run_1/layer_met1.png
Scale bar: 20 um.
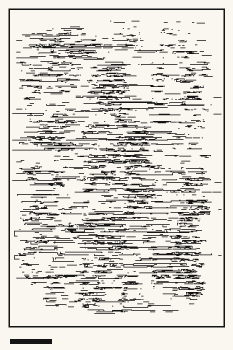
run_1/layer_met2.png
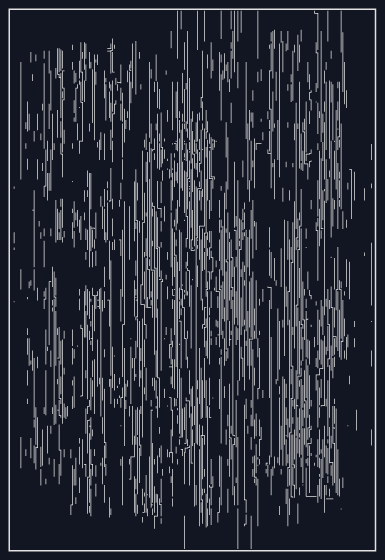
run_1/layer_met3.png
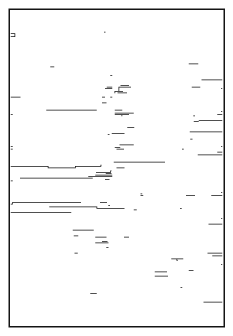
run_1/layer_met4.png
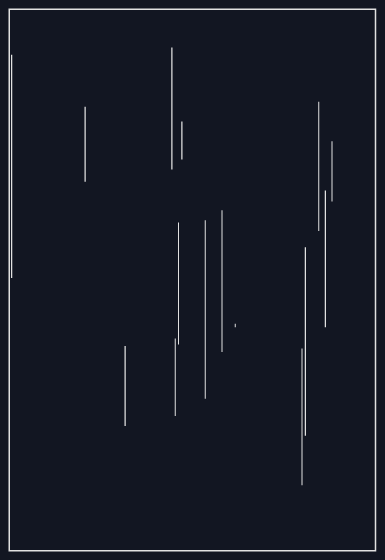
File: config.mk
export PLATFORM = sky130hd
export DESIGN_NAME = bcd_updown_timer
export DESIGN_NICKNAME = d
export VERILOG_FILES = /design/src/rtl/bcd_timer_pkg.sv /design/src/rtl/seven_seg_scan.sv /design/src/rtl/bcd_updown_timer.sv
export SDC_FILE = /design/constraint.sdc
export NUM_CORES = 1
export LEC_CHECK = 0
export CELL_PAD_IN_SITES_DETAIL_PLACEMENT = 0
export CELL_PAD_IN_SITES_GLOBAL_PLACEMENT = 1
export CORE_ASPECT_RATIO = 1.5
export CORE_MARGIN = 2
export CORE_UTILIZATION = 41
export CTS_CLUSTER_SIZE = 10
export DETAILED_ROUTE_END_ITERATION = 10
export HOLD_SLACK_MARGIN = 0.08
export MAX_ROUTING_LAYER = met4
export PLACE_DENSITY_LB_ADDON = 0.1
export SYNTH_ARGS = -nofsm -noshare
export SYNTH_HDL_FRONTEND = slang
export SYNTH_HIERARCHICAL = 1
export SYNTH_SLANG_ARGS = --single-unit
File: constraint.sdc
create_clock -name clk -period 2.4 [get_ports clk]
set_input_delay 0.36 -clock clk [delete_from_list [all_inputs] [get_ports clk]]
set_output_delay 0.36 -clock clk [all_outputs]
set_load 0.05 [all_outputs]
File: src/rtl/bcd_timer_pkg.sv
// Shared state encoding, segment constants and BCD-to-segment decode for bcd_updown_timer.
// Segment order is {g,f,e,d,c,b,a}, active-low.
package bcd_timer_pkg;

  typedef enum logic [1:0] {
    IDLE = 2'd0,
    PREP = 2'd1,
    RUN  = 2'd2,
    HOLD = 2'd3
  } state_t;

  localparam logic [6:0] SEG_U     = 7'b1011100;
  localparam logic [6:0] SEG_D     = 7'b1100011;
  localparam logic [6:0] SEG_P     = 7'b0001100;
  localparam logic [6:0] SEG_DASH  = 7'b0111111;
  localparam logic [6:0] SEG_BLANK = 7'b1111111;

  function automatic logic [6:0] bcd_to_seg(input logic [3:0] code);
    case (code)
      4'd0:    return 7'b1000000;
      4'd1:    return 7'b1111001;
      4'd2:    return 7'b0100100;
      4'd3:    return 7'b0110000;
      4'd4:    return 7'b0011001;
      4'd5:    return 7'b0010010;
      4'd6:    return 7'b0000010;
      4'd7:    return 7'b1111000;
      4'd8:    return 7'b0000000;
      4'd9:    return 7'b0010000;
      default: return SEG_BLANK;
    endcase
  endfunction

endpackage

File: src/rtl/seven_seg_scan.sv
// Multiplexed 7-segment scanner: one position active every SCAN_DIV clks, cycling 0..POSITIONS-1.
// DIGIT and DISPLAY both decode from the same position register, so they switch together.
module seven_seg_scan
  import bcd_timer_pkg::*;
#(
  parameter int POSITIONS = 4,
  parameter int SCAN_DIV  = 100000
) (
  input  logic                   clk,
  input  logic                   rst,
  input  logic [4*POSITIONS-1:0] codes,
  input  logic [POSITIONS-1:0]   ovr_en,
  input  logic [7*POSITIONS-1:0] ovr_seg,
  output logic [POSITIONS-1:0]   DIGIT,
  output logic [6:0]             DISPLAY
);

  localparam int PW = $clog2(POSITIONS);
  localparam int SW = (SCAN_DIV > 1) ? $clog2(SCAN_DIV) : 1;

  logic [SW-1:0] scan_cnt;
  logic [PW-1:0] pos;

  always_ff @(posedge clk or posedge rst) begin
    if (rst) begin
      scan_cnt <= '0;
      pos      <= '0;
    end else if (scan_cnt == SW'(SCAN_DIV - 1)) begin
      scan_cnt <= '0;
      pos      <= (pos == PW'(POSITIONS - 1)) ? '0 : pos + PW'(1);
    end else begin
      scan_cnt <= scan_cnt + SW'(1);
    end
  end

  always_comb begin
    DIGIT      = '1;
    DIGIT[pos] = 1'b0;
    if (ovr_en[pos]) DISPLAY = ovr_seg[7*pos +: 7];
    else             DISPLAY = bcd_to_seg(codes[4*pos +: 4]);
  end

endmodule

File: src/rtl/bcd_updown_timer.sv
// Up/down BCD stopwatch/countdown with prepare phase, terminal hold, LED bar and display scan.
// Define BCD_TIMER_LAP_EN to add the `lap` input (lap/split display freeze during RUN).
module bcd_updown_timer
  import bcd_timer_pkg::*;
#(
  parameter int DIGITS      = 3,
  parameter int TICK_DIV    = 1000000,
  parameter int PREP_TICKS  = 100,
  parameter int SCAN_DIV    = 100000,
  parameter int BLINK_TICKS = 50,
  parameter int LED_W       = 10
) (
  input  logic                  clk,
  input  logic                  rst,
  input  logic                  start,
  input  logic                  stop,
`ifdef BCD_TIMER_LAP_EN
  input  logic                  lap,
`endif
  input  logic                  dir,
  output logic [DIGITS:0]       DIGIT,
  output logic [6:0]            DISPLAY,
  output logic [LED_W-1:0]      led,
  output logic [4*DIGITS-1:0]   count,
  output logic [1:0]            state_o,
  output logic                  done
);

  localparam int CW  = 4 * DIGITS;
  localparam int TW  = $clog2(TICK_DIV);
  localparam int PTW = $clog2(PREP_TICKS + 1);
  localparam int BTW = $clog2(BLINK_TICKS + 1);
  localparam logic [CW-1:0] ALL_NINES = {DIGITS{4'h9}};

  function automatic logic [CW-1:0] bcd_step(input logic [CW-1:0] v, input logic up);
    logic [CW-1:0] r;
    logic          carry;
    logic [3:0]    d;
    r     = v;
    carry = 1'b1;
    for (int unsigned i = 0; i < DIGITS; i++) begin
      d = v[4*i +: 4];
      if (carry) begin
        if (up) begin
          if (d == 4'd9) r[4*i +: 4] = 4'd0;
          else begin r[4*i +: 4] = d + 4'd1; carry = 1'b0; end
        end else begin
          if (d == 4'd0) r[4*i +: 4] = 4'd9;
          else begin r[4*i +: 4] = d - 4'd1; carry = 1'b0; end
        end
      end
    end
    return r;
  endfunction

  function automatic logic [LED_W-1:0] led_onehot(input logic [3:0] d);
    logic [LED_W-1:0] r;
    r = '0;
    for (int unsigned k = 0; k < LED_W; k++)
      if (32'(d) == k) r[k] = 1'b1;
    return r;
  endfunction

  state_t           state;
  logic             dir_q;
  logic [TW-1:0]    tick_cnt;
  logic             tick;
  logic [PTW-1:0]   prep_cnt;
  logic [BTW-1:0]   blink_cnt;
  logic [2:0]       blink_ph;
  logic [CW-1:0]    next_cnt;
  logic             terminal;
  logic [CW-1:0]    shown;

  assign tick     = (tick_cnt == TW'(TICK_DIV - 1));
  assign next_cnt = bcd_step(count, dir_q);
  assign terminal = dir_q ? (next_cnt == ALL_NINES) : (next_cnt == '0);
  assign state_o  = state;

  // Every transition branch clears tick_cnt, overriding the free-running default.
  always_ff @(posedge clk or posedge rst) begin
    if (rst) begin
      state     <= IDLE;
      count     <= '0;
      dir_q     <= 1'b1;
      done      <= 1'b0;
      tick_cnt  <= '0;
      prep_cnt  <= '0;
      blink_cnt <= '0;
      blink_ph  <= '0;
      led       <= '1;
    end else begin
      tick_cnt <= tick ? '0 : tick_cnt + TW'(1);
      case (state)
        IDLE: begin
          dir_q <= dir;
          count <= dir_q ? '0 : ALL_NINES;
          led   <= '1;
          done  <= 1'b0;
          if (start) begin
            state    <= PREP;
            tick_cnt <= '0;
            prep_cnt <= '0;
            led      <= '0;
          end
        end
        PREP: begin
          led <= '0;
          if (tick) begin
            if (prep_cnt == PTW'(PREP_TICKS - 1)) begin
              state    <= RUN;
              tick_cnt <= '0;
              led      <= led_onehot(count[CW-1 -: 4]);
            end else begin
              prep_cnt <= prep_cnt + PTW'(1);
            end
          end
        end
        RUN: begin
          if (stop) begin
            state     <= HOLD;
            tick_cnt  <= '0;
            blink_cnt <= '0;
            blink_ph  <= '0;
            led       <= '1;
            done      <= 1'b0;
          end else if (tick) begin
            count <= next_cnt;
            if (terminal) begin
              state     <= HOLD;
              tick_cnt  <= '0;
              blink_cnt <= '0;
              blink_ph  <= '0;
              led       <= '1;
              done      <= 1'b1;
            end else begin
              led <= led_onehot(next_cnt[CW-1 -: 4]);
            end
          end
        end
        HOLD: begin
          if (start) begin
            state    <= IDLE;
            tick_cnt <= '0;
            done     <= 1'b0;
            count    <= dir_q ? '0 : ALL_NINES;
            led      <= '1;
          end else if (tick && blink_ph != 3'd6) begin
            if (blink_cnt == BTW'(BLINK_TICKS - 1)) begin
              blink_cnt <= '0;
              blink_ph  <= blink_ph + 3'd1;
              led       <= ~led;
            end else begin
              blink_cnt <= blink_cnt + BTW'(1);
            end
          end
        end
      endcase
    end
  end

`ifdef BCD_TIMER_LAP_EN
  logic          lap_hold;
  logic [CW-1:0] lap_q;

  // Any exit from RUN goes to HOLD, so clearing on stop/terminal covers HOLD entry.
  always_ff @(posedge clk or posedge rst) begin
    if (rst) begin
      lap_hold <= 1'b0;
      lap_q    <= '0;
    end else if (state == RUN) begin
      if (stop || (tick && terminal)) begin
        lap_hold <= 1'b0;
      end else if (lap) begin
        if (lap_hold) lap_hold <= 1'b0;
        else begin
          lap_q    <= count;
          lap_hold <= 1'b1;
        end
      end
    end
  end

  assign shown = lap_hold ? lap_q : count;
`else
  assign shown = count;
`endif

  logic [4*(DIGITS+1)-1:0] codes;
  logic [DIGITS:0]         ovr_en;
  logic [7*(DIGITS+1)-1:0] ovr_seg;

  always_comb begin
    codes   = {4'h0, shown};
    ovr_en  = '0;
    ovr_seg = '1;
    for (int unsigned i = 0; i < DIGITS; i++) begin
      if (state == IDLE) begin
        ovr_en[i]        = 1'b1;
        ovr_seg[7*i +: 7] = SEG_DASH;
      end else if (state == PREP) begin
        ovr_en[i]        = 1'b1;
        ovr_seg[7*i +: 7] = SEG_BLANK;
      end
    end
    ovr_en[DIGITS]             = 1'b1;
    ovr_seg[7*DIGITS +: 7]     = (state == PREP) ? SEG_P : (dir_q ? SEG_U : SEG_D);
  end

  seven_seg_scan #(
    .POSITIONS(DIGITS + 1),
    .SCAN_DIV (SCAN_DIV)
  ) u_scan (
    .clk    (clk),
    .rst    (rst),
    .codes  (codes),
    .ovr_en (ovr_en),
    .ovr_seg(ovr_seg),
    .DIGIT  (DIGIT),
    .DISPLAY(DISPLAY)
  );

endmodule

==> flow_summary_export.csv, run 1 <==
group,metric,value,unit
pwr,switching_share,46.51,%
worst_setup_path,startpoint_type,"flop",
floorplan,rows,52,
final_timing,setup_viol,7,
final_layout,most-common-layout-cells,"buf_4 (76), nand2_1 (73), nor2_1 (68)",
routing,top_layer,"met4",
grt,grt_remaining_overflow,0,
synthesis,ys_area,5736,um^2
final_layout,largest_reg_flops,20,
synthesis,xor_share,5.650,%
final_layout,n_all_inverters,38,
final_layout,buffers,121,
final_layout,finalNonFillerCells,951,
synthesis,top_cell,"nand2_1",
synthesis,synth_cell_types,70,
floorplan,initial_core_util,42.18,%
final_layout,final_nets,809,
grt,grt_pass1_wl,26590,um
run_status,status,"finished, violations left",
final_timing,skew,0.006889,ns
final_layout,seq_share,26.83,%
worst_setup_path,r2r_setup_slack,0.07,ns
grt,antenna_found_initial,0,
final_layout,nClkBuffers,10,
clock_network,post_cts_buffers,12,
worst_setup_path,ff2ff_path_depth,6,
worst_setup_path,cp_num_cells,10,
placement,place_ws,-0.06231,ns
pwr,internal-power,4.976,mW
worst_setup_path,worst-path-buf-inv,4,
final_layout,dominant_cells,"logic gates",
clock_network,clockRootBuffer,"clkbuf_16",
final_timing,fin_crit_sh,111.9,%
routing,routed_via_density,5.699,
synthesis,synthCells,673,
floorplan,core,13600,um^2
final_timing,max_freq,372.3,MHz
floorplan,pin_count,41,
synthesis,adder_share,4.363,%
final_timing,rsz0062_at_grt,"true",
routing,drt_iter0_markers,251,
worst_setup_path,cp_cell_sequence,"inv_2 > ha_4 > inv_8 > nand2_8 > mux4_2 > nor2_4 > o21a_4 > buf_4 > nor3_4 > buf_12",
placement,post-dp-hpwl,11970,um
clock_network,ctsHoldBuffers,0,
final_layout,clk_share,4.074,%
synthesis,synthArstFlopShare,100.0,%
final_timing,timing.hold.ws,0.4078,ns
synthesis,largest_area_cell,"dfrtp_1",
final_layout,sh_comb_area,49.69,%
synthesis,edf_count,0,
clock_network,clk_pin_slew_worst_paths,0.07,ns
worst_setup_path,path_class,"reg -> out",
final_layout,syn_to_final_growth,33.33,%
synthesis,yosys.area_share.simple,24.11,%
pwr,pg_clk,1.46,mW
synthesis,synthTopCellsByCount,"nand2_1 (74), dfrtp_1 (70), nor2_1 (70), o21ai_0 (41), inv_1 (38)",
synthesis,synthAoiAreaFrac,17.19,%
clock_network,htreeDepth,3,
pwr,powerDensity,1216,nW/um^2
final_layout,fillers,1239,
worst_setup_path,cp-startpoint,"state_o[0]$_DFFE_PP0P_",
clock_network,ctsResizeCount,19,
routing,dr_wl_met2,8388,um
worst_setup_path,r2r-start,"dir_q$_DFFE_PP1P_",
worst_setup_path,r2r_end,"state_o[1]$_DFFE_PP0P_",
final_timing,finalWorstSetupSlack,-0.2857,ns
final_layout,nMultiInputCombCells,533,
grt,busiest_layer,"met2",
final_layout,buf_share,14.76,%
worst_hold_path,hold_path.class,"in -> async",
worst_setup_path,crit_path_end_kind,"output port",
run,openroad.warnings,41,
grt,track_usage,22.91,%
floorplan,dieArea,14970,um^2
pwr,power.group.top,"combinational cells",
floorplan,fp.dieH,148.9,um
synthesis,top_area_share,30.54,%
pwr,power_frac_seq,21.2,%
synthesis,area_leaders,"dfrtp_1 (31%), dfstp_2 (5.0%), nand2_1 (4.8%)",
synthesis,ys_seq_elements,81,
final_layout,reg_top3,"tick_cnt (20), u_scan/scan_cnt (17), count (12)",
final_layout,ff_count,81,
final_timing,worst_pin_slew,0.7372,ns
pwr,p_comb,5.87,mW
grt,grt_max_degree,43,
synthesis,yosysWarnings,6,
final_layout,diodes,0,
run,maxCapViolCount,0,
pwr,p_switching,4.327,mW
synthesis,avgSynthCellArea,8.522,um^2
floorplan,taps,162,
pwr,irDropWorstVdd,0.0005743,V
worst_setup_path,cpPeakStageDelay,0.57,ns
worst_setup_path,critPathTopFamily,"multiplexers",
pwr,power,9.303,mW
final_layout,final_cell_area,7647,um^2
synthesis,ys_sh_mux,7.112,%
final_layout,fin_util,56.24,%
final_layout,drive_gt1_share,26.74,%
run_status,violations,"setup timing",
pwr,leakage,3.152,nW
final_layout,regMostFlops,"tick_cnt",
synthesis,ys_cells,673,
placement,dpl_cell_area,6959,um^2
synthesis,syn_area,5736,um^2
grt,use_met2,39.97,%
routing,wl_per_cell,16.88,um
pwr,powerSeq,1.97,mW
clock_network,cts_sinks,81,
synthesis,ff_type,"dfrtp_1",
routing,antenna_left,0,
routing,firstDrtPassIters,5,
worst_setup_path,crit_path_end,"DISPLAY[0]",
Notes on layer_met1.png above:
share of all routed wire: 42%
main direction: horizontal
nets with wire on the layer: 740
routed wire length: 16050 um
met1 GRT Util: 26.80%
via count: 5420

Notes on layer_met2.png above:
nets with wire on the layer: 689
main direction: vertical
longest straight run: 56.6 um
wire length on this layer: 8390 um
share of all routed wire: 52%

Notes on layer_met3.png above:
share of all routed wire: 3.1%
nets with wire on the layer: 60
longest straight run: 34.0 um
wire length on this layer: 495 um
main direction: horizontal
met3 Usage GRT: 2.999%

Notes on layer_met4.png above:
main direction: vertical
longest straight run: 61.2 um
wire length on this layer: 468 um
nets with wire on the layer: 13
share of all routed wire: 2.9%

--- run 2 (diff from run 1) ---
--- a/config.mk
+++ b/config.mk
@@ -5,6 +5,7 @@
 export SDC_FILE = /design/constraint.sdc
 export NUM_CORES = 1
 export LEC_CHECK = 0
+export ABC_CLOCK_PERIOD_IN_PS = 2400
 export CELL_PAD_IN_SITES_DETAIL_PLACEMENT = 0
 export CELL_PAD_IN_SITES_GLOBAL_PLACEMENT = 1
 export CORE_ASPECT_RATIO = 1.5
run_2/layer_met2.png
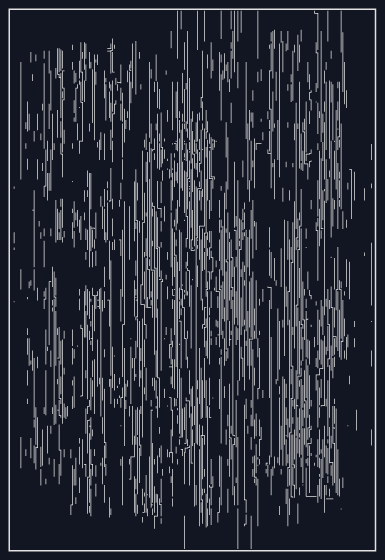
main direction: vertical
nets with wire on the layer: 689
longest straight run: 56.6 um

run_2/layer_met4.png
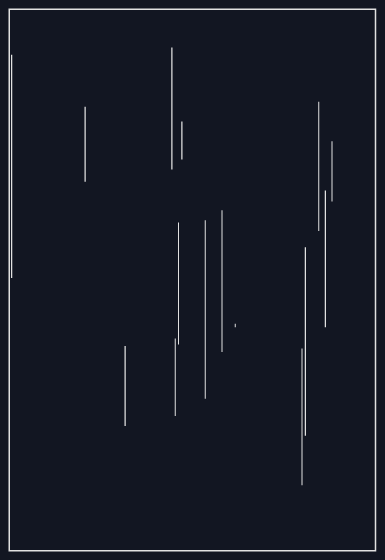
longest straight run: 61.2 um
share of all routed wire: 2.9%
nets with wire on the layer: 13
main direction: vertical

run_2/layer_met1.png
Scale bar: 20 um.
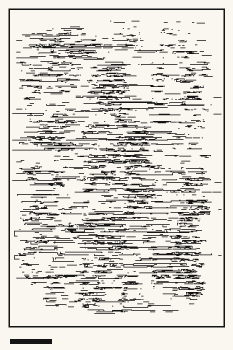

==> flow_summary_export.csv, run 2 <==
group,metric,value,unit
final_timing,max_freq,372.3,MHz
final_layout,drive_gt1_share,26.74,%
floorplan,dieArea,14970,um^2
placement,place_ws,-0.06231,ns
final_layout,most-common-layout-cells,"buf_4 (76), nand2_1 (73), nor2_1 (68)",
worst_setup_path,ff2ff_path_depth,6,
pwr,internal-power,4.976,mW
routing,routed_wl,16050,um
final_timing,slew_headroom,50.80,%
clock_network,post_cts_buffers,12,
grt,met3_usage,2.999,%
synthesis,top_cell,"nand2_1",
pwr,p_comb,5.87,mW
final_layout,n_all_inverters,38,
pwr,pg_clk,1.46,mW
synthesis,ys_area,5736,um^2
final_layout,final_nets,809,
final_layout,final_cell_area,7647,um^2
routing,top_layer,"met4",
routing,antenna_left,0,
synthesis,adder_share,4.363,%
final_layout,nClkBuffers,10,
pwr,power_frac_seq,21.2,%
clock_network,clk_pin_slew_worst_paths,0.07,ns
final_timing,skew,0.006889,ns
synthesis,top_area_share,30.54,%
worst_setup_path,path_class,"reg -> out",
clock_network,cts_sinks,81,
run_status,status,"finished, violations left",
synthesis,ys_seq_elements,81,
synthesis,synthArstFlopShare,100.0,%
synthesis,edf_count,0,
pwr,irDropWorstVdd,0.0005743,V
final_layout,largest_reg_flops,20,
synthesis,ys_top_logic_family,"simple AND/OR/NAND/NOR gates",
grt,grt_pass1_wl,26590,um
routing,firstDrtPassIters,5,
routing,routed_via_density,5.699,
floorplan,pin_count,41,
pwr,power.group.top,"combinational cells",
pwr,p_switching,4.327,mW
synthesis,yosysWarnings,6,
placement,dpl_cell_area,6959,um^2
worst_setup_path,arrival,2.33,ns
clock_network,ctsResizeCount,19,
final_layout,diodes,0,
pwr,powerDensity,1216,nW/um^2
pwr,powerSeq,1.97,mW
synthesis,synthCells,673,
synthesis,ys_cells,673,
routing,drt_iter0_markers,251,
final_timing,timing.hold.ws,0.4078,ns
pwr,power,9.303,mW
worst_setup_path,cpMaxStageDelayCell,"mux4_2",
worst_setup_path,r2r_setup_slack,0.07,ns
worst_setup_path,cp_num_cells,10,
final_timing,setup_viol,7,
run_status,violations,"setup timing",
synthesis,avgSynthCellArea,8.522,um^2
run,openroad.warnings,41,
worst_setup_path,cp-startpoint,"state_o[0]$_DFFE_PP0P_",
final_timing,fin_crit_sh,111.9,%
final_layout,ff_count,81,
worst_setup_path,crit_path_end,"DISPLAY[0]",
synthesis,largest_area_cell,"dfrtp_1",
floorplan,rows,52,
grt,busiest_layer,"met2",
clock_network,clockRootBuffer,"clkbuf_16",
worst_setup_path,r2r-start,"dir_q$_DFFE_PP1P_",
grt,track_usage,22.91,%
routing,vias,5420,
floorplan,taps,162,
final_layout,reg_top3,"tick_cnt (20), u_scan/scan_cnt (17), count (12)",
final_layout,fin_util,56.24,%
placement,post-dp-hpwl,11970,um
routing,wl_per_cell,16.88,um
clock_network,htreeDepth,3,
final_layout,regMostFlops,"tick_cnt",
worst_setup_path,crit_path_end_kind,"output port",
synthesis,synthAoiAreaFrac,17.19,%
routing,wl_met3,494,um
routing,drc,0,
clock_network,cts.path.max_buffers,2,
grt,grt_remaining_overflow,0,
final_layout,dominant_cells,"logic gates",
pwr,leakage,3.152,nW
final_layout,nMultiInputCombCells,533,
final_layout,seq_share,26.83,%
final_timing,worst_pin_slew,0.7372,ns
final_layout,sh_comb_area,49.69,%
pwr,power.share.clock,15.7,%
worst_setup_path,worst-path-buf-inv,4,
synthesis,synthTopCellsByCount,"nand2_1 (74), dfrtp_1 (70), nor2_1 (70), o21ai_0 (41), inv_1 (38)",
final_layout,buffers,121,
final_layout,clk_share,4.074,%
synthesis,syn_area,5736,um^2
synthesis,yosys.area_share.simple,24.11,%
floorplan,core,13600,um^2
final_layout,finalNonFillerCells,951,
grt,met1_usage,26.80,%
synthesis,ys_sh_mux,7.112,%
run,maxCapViolCount,0,
worst_setup_path,critPathTopFamily,"multiplexers",
grt,antenna_found_initial,0,
final_layout,buf_share,14.76,%
worst_setup_path,startpoint_type,"flop",
routing,m1WireLength,6697,um
floorplan,fp.dieH,148.9,um
final_timing,rsz0062_at_grt,"true",
floorplan,initial_core_util,42.18,%
synthesis,xor_share,5.650,%
pwr,switching_share,46.51,%
final_timing,finalWorstSetupSlack,-0.2857,ns
final_layout,fillers,1239,
worst_setup_path,cpPeakStageDelay,0.57,ns
grt,use_met2,39.97,%
grt,grt_max_degree,43,
worst_setup_path,r2r_end,"state_o[1]$_DFFE_PP0P_",
worst_setup_path,cp_cell_sequence,"inv_2 > ha_4 > inv_8 > nand2_8 > mux4_2 > nor2_4 > o21a_4 > buf_4 > nor3_4 > buf_12",
synthesis,area_leaders,"dfrtp_1 (31%), dfstp_2 (5.0%), nand2_1 (4.8%)",
worst_hold_path,hold_path.class,"in -> async",
synthesis,ff_type,"dfrtp_1",
routing,dr_wl_met2,8388,um
clock_network,ctsHoldBuffers,0,
synthesis,synth_cell_types,70,
final_layout,syn_to_final_growth,33.33,%
worst_setup_path,required,2.04,ns
--- run 3 (diff from run 2) ---
==> constraint.sdc (replaced) <==
create_clock -name clk -period 2.4 [get_ports clk]
set_input_delay 0.48 -clock clk [delete_from_list [all_inputs] [get_ports clk]]
set_output_delay 0.48 -clock clk [all_outputs]
set_load 0.05 [all_outputs]
run_3/layer_met3.png
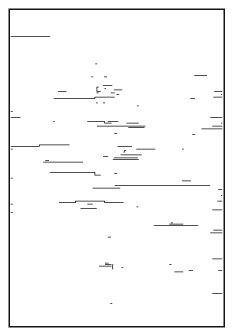
longest straight run: 44.6 um
main direction: horizontal
nets with wire on the layer: 60

run_3/layer_met1.png
Scale bar: 20 um.
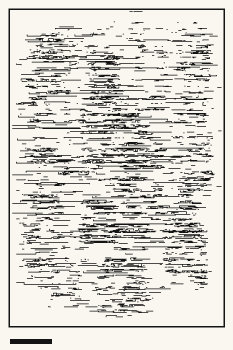
met1 GRT Util: 27.35%
routed wire length: 16140 um
via count: 5458

run_3/layer_met2.png
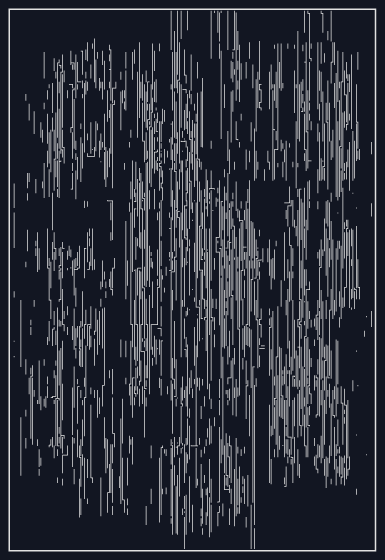
nets with wire on the layer: 703
share of all routed wire: 53%

==> flow_summary_export.csv, run 3 <==
group,metric,value,unit
synthesis,syn_area,5736,um^2
synthesis,synthTopCellsByCount,"nand2_1 (74), dfrtp_1 (70), nor2_1 (70), o21ai_0 (41), inv_1 (38)",
final_timing,slew_headroom,65.04,%
worst_setup_path,r2r_setup_slack,0.01,ns
synthesis,ys_top_logic_family,"simple AND/OR/NAND/NOR gates",
final_layout,clk_share,3.884,%
worst_setup_path,cp-startpoint,"u_scan/pos[0]$_DFFE_PP0N_",
run,maxCapViolCount,0,
synthesis,avgSynthCellArea,8.522,um^2
synthesis,ys_seq_elements,81,
worst_setup_path,r2r-start,"dir_q$_DFFE_PP1P_",
final_layout,finalNonFillerCells,966,
clock_network,cts.path.max_buffers,2,
final_layout,final_nets,824,
floorplan,fp.dieH,148.9,um
final_timing,fin_crit_sh,114.5,%
worst_setup_path,startpoint_type,"flop",
clock_network,htreeDepth,3,
placement,place_ws,-0.1318,ns
routing,drt_iter0_markers,319,
floorplan,core,13600,um^2
routing,firstDrtPassIters,5,
synthesis,top_area_share,30.54,%
synthesis,ff_type,"dfrtp_1",
synthesis,top_cell,"nand2_1",
pwr,power,9.345,mW
grt,met3_usage,2.530,%
final_layout,nClkBuffers,9,
pwr,leakage,3.221,nW
worst_setup_path,cp_cell_sequence,"buf_6 > mux4_2 > inv_4 > ha_4 > a21oi_2 > a221oi_4 > buf_12",
final_layout,n_all_inverters,38,
final_layout,regMostFlops,"tick_cnt",
run,openroad.warnings,41,
routing,m1WireLength,6589,um
final_timing,skew,0.01055,ns
final_layout,buffers,136,
synthesis,ys_sh_mux,7.112,%
final_layout,syn_to_final_growth,35.36,%
routing,dr_wl_met2,8536,um
worst_setup_path,worst-path-buf-inv,3,
pwr,internal-power,4.992,mW
worst_setup_path,path_class,"reg -> out",
pwr,powerDensity,1204,nW/um^2
final_layout,buf_share,16.07,%
worst_setup_path,ff2ff_path_depth,8,
final_layout,largest_reg_flops,20,
clock_network,cts_sinks,81,
synthesis,edf_count,0,
floorplan,rows,52,
clock_network,post_cts_buffers,5,
pwr,switching_share,46.58,%
final_layout,sh_comb_area,48.98,%
routing,top_layer,"met4",
final_layout,ff_count,81,
grt,use_met2,39.87,%
floorplan,initial_core_util,42.18,%
grt,grt_max_degree,40,
floorplan,dieArea,14970,um^2
clock_network,ctsResizeCount,23,
worst_setup_path,cpMaxStageDelayCell,"mux4_2",
pwr,power.share.clock,15.2,%
floorplan,pin_count,41,
synthesis,ys_area,5736,um^2
grt,busiest_layer,"met2",
grt,grt_pass1_wl,26900,um
clock_network,ctsHoldBuffers,0,
routing,routed_via_density,5.650,
final_layout,drive_gt1_share,28.23,%
final_layout,seq_share,26.43,%
final_layout,fin_util,57.09,%
run_status,status,"finished, violations left",
synthesis,synth_cell_types,70,
placement,dpl_cell_area,7102,um^2
pwr,pg_clk,1.42,mW
worst_setup_path,arrival,2.27,ns
pwr,power.group.top,"combinational cells",
worst_setup_path,crit_path_end,"DISPLAY[2]",
grt,grt_remaining_overflow,0,
final_layout,most-common-layout-cells,"buf_4 (87), nand2_1 (73), nor2_1 (68)",
synthesis,yosys.area_share.simple,24.11,%
grt,antenna_found_initial,0,
synthesis,area_leaders,"dfrtp_1 (31%), dfstp_2 (5.0%), nand2_1 (4.8%)",
final_layout,fillers,1238,
routing,wl_met3,470,um
clock_network,clk_pin_slew_worst_paths,0.07,ns
run_status,violations,"setup timing",
final_timing,rsz0062_at_grt,"true",
final_timing,finalWorstSetupSlack,-0.3477,ns
final_timing,setup_viol,7,
worst_setup_path,cp_num_cells,7,
synthesis,ys_cells,673,
floorplan,taps,162,
final_layout,nMultiInputCombCells,533,
synthesis,largest_area_cell,"dfrtp_1",
pwr,p_comb,5.96,mW
pwr,power_frac_seq,21.0,%
pwr,powerSeq,1.96,mW
synthesis,adder_share,4.363,%
worst_setup_path,crit_path_end_kind,"output port",
routing,wl_per_cell,16.71,um
final_layout,diodes,0,
placement,post-dp-hpwl,12130,um
pwr,p_switching,4.353,mW
grt,track_usage,23.09,%
final_timing,max_freq,363.9,MHz
Power is estimated from default activity; no workload was simulated.
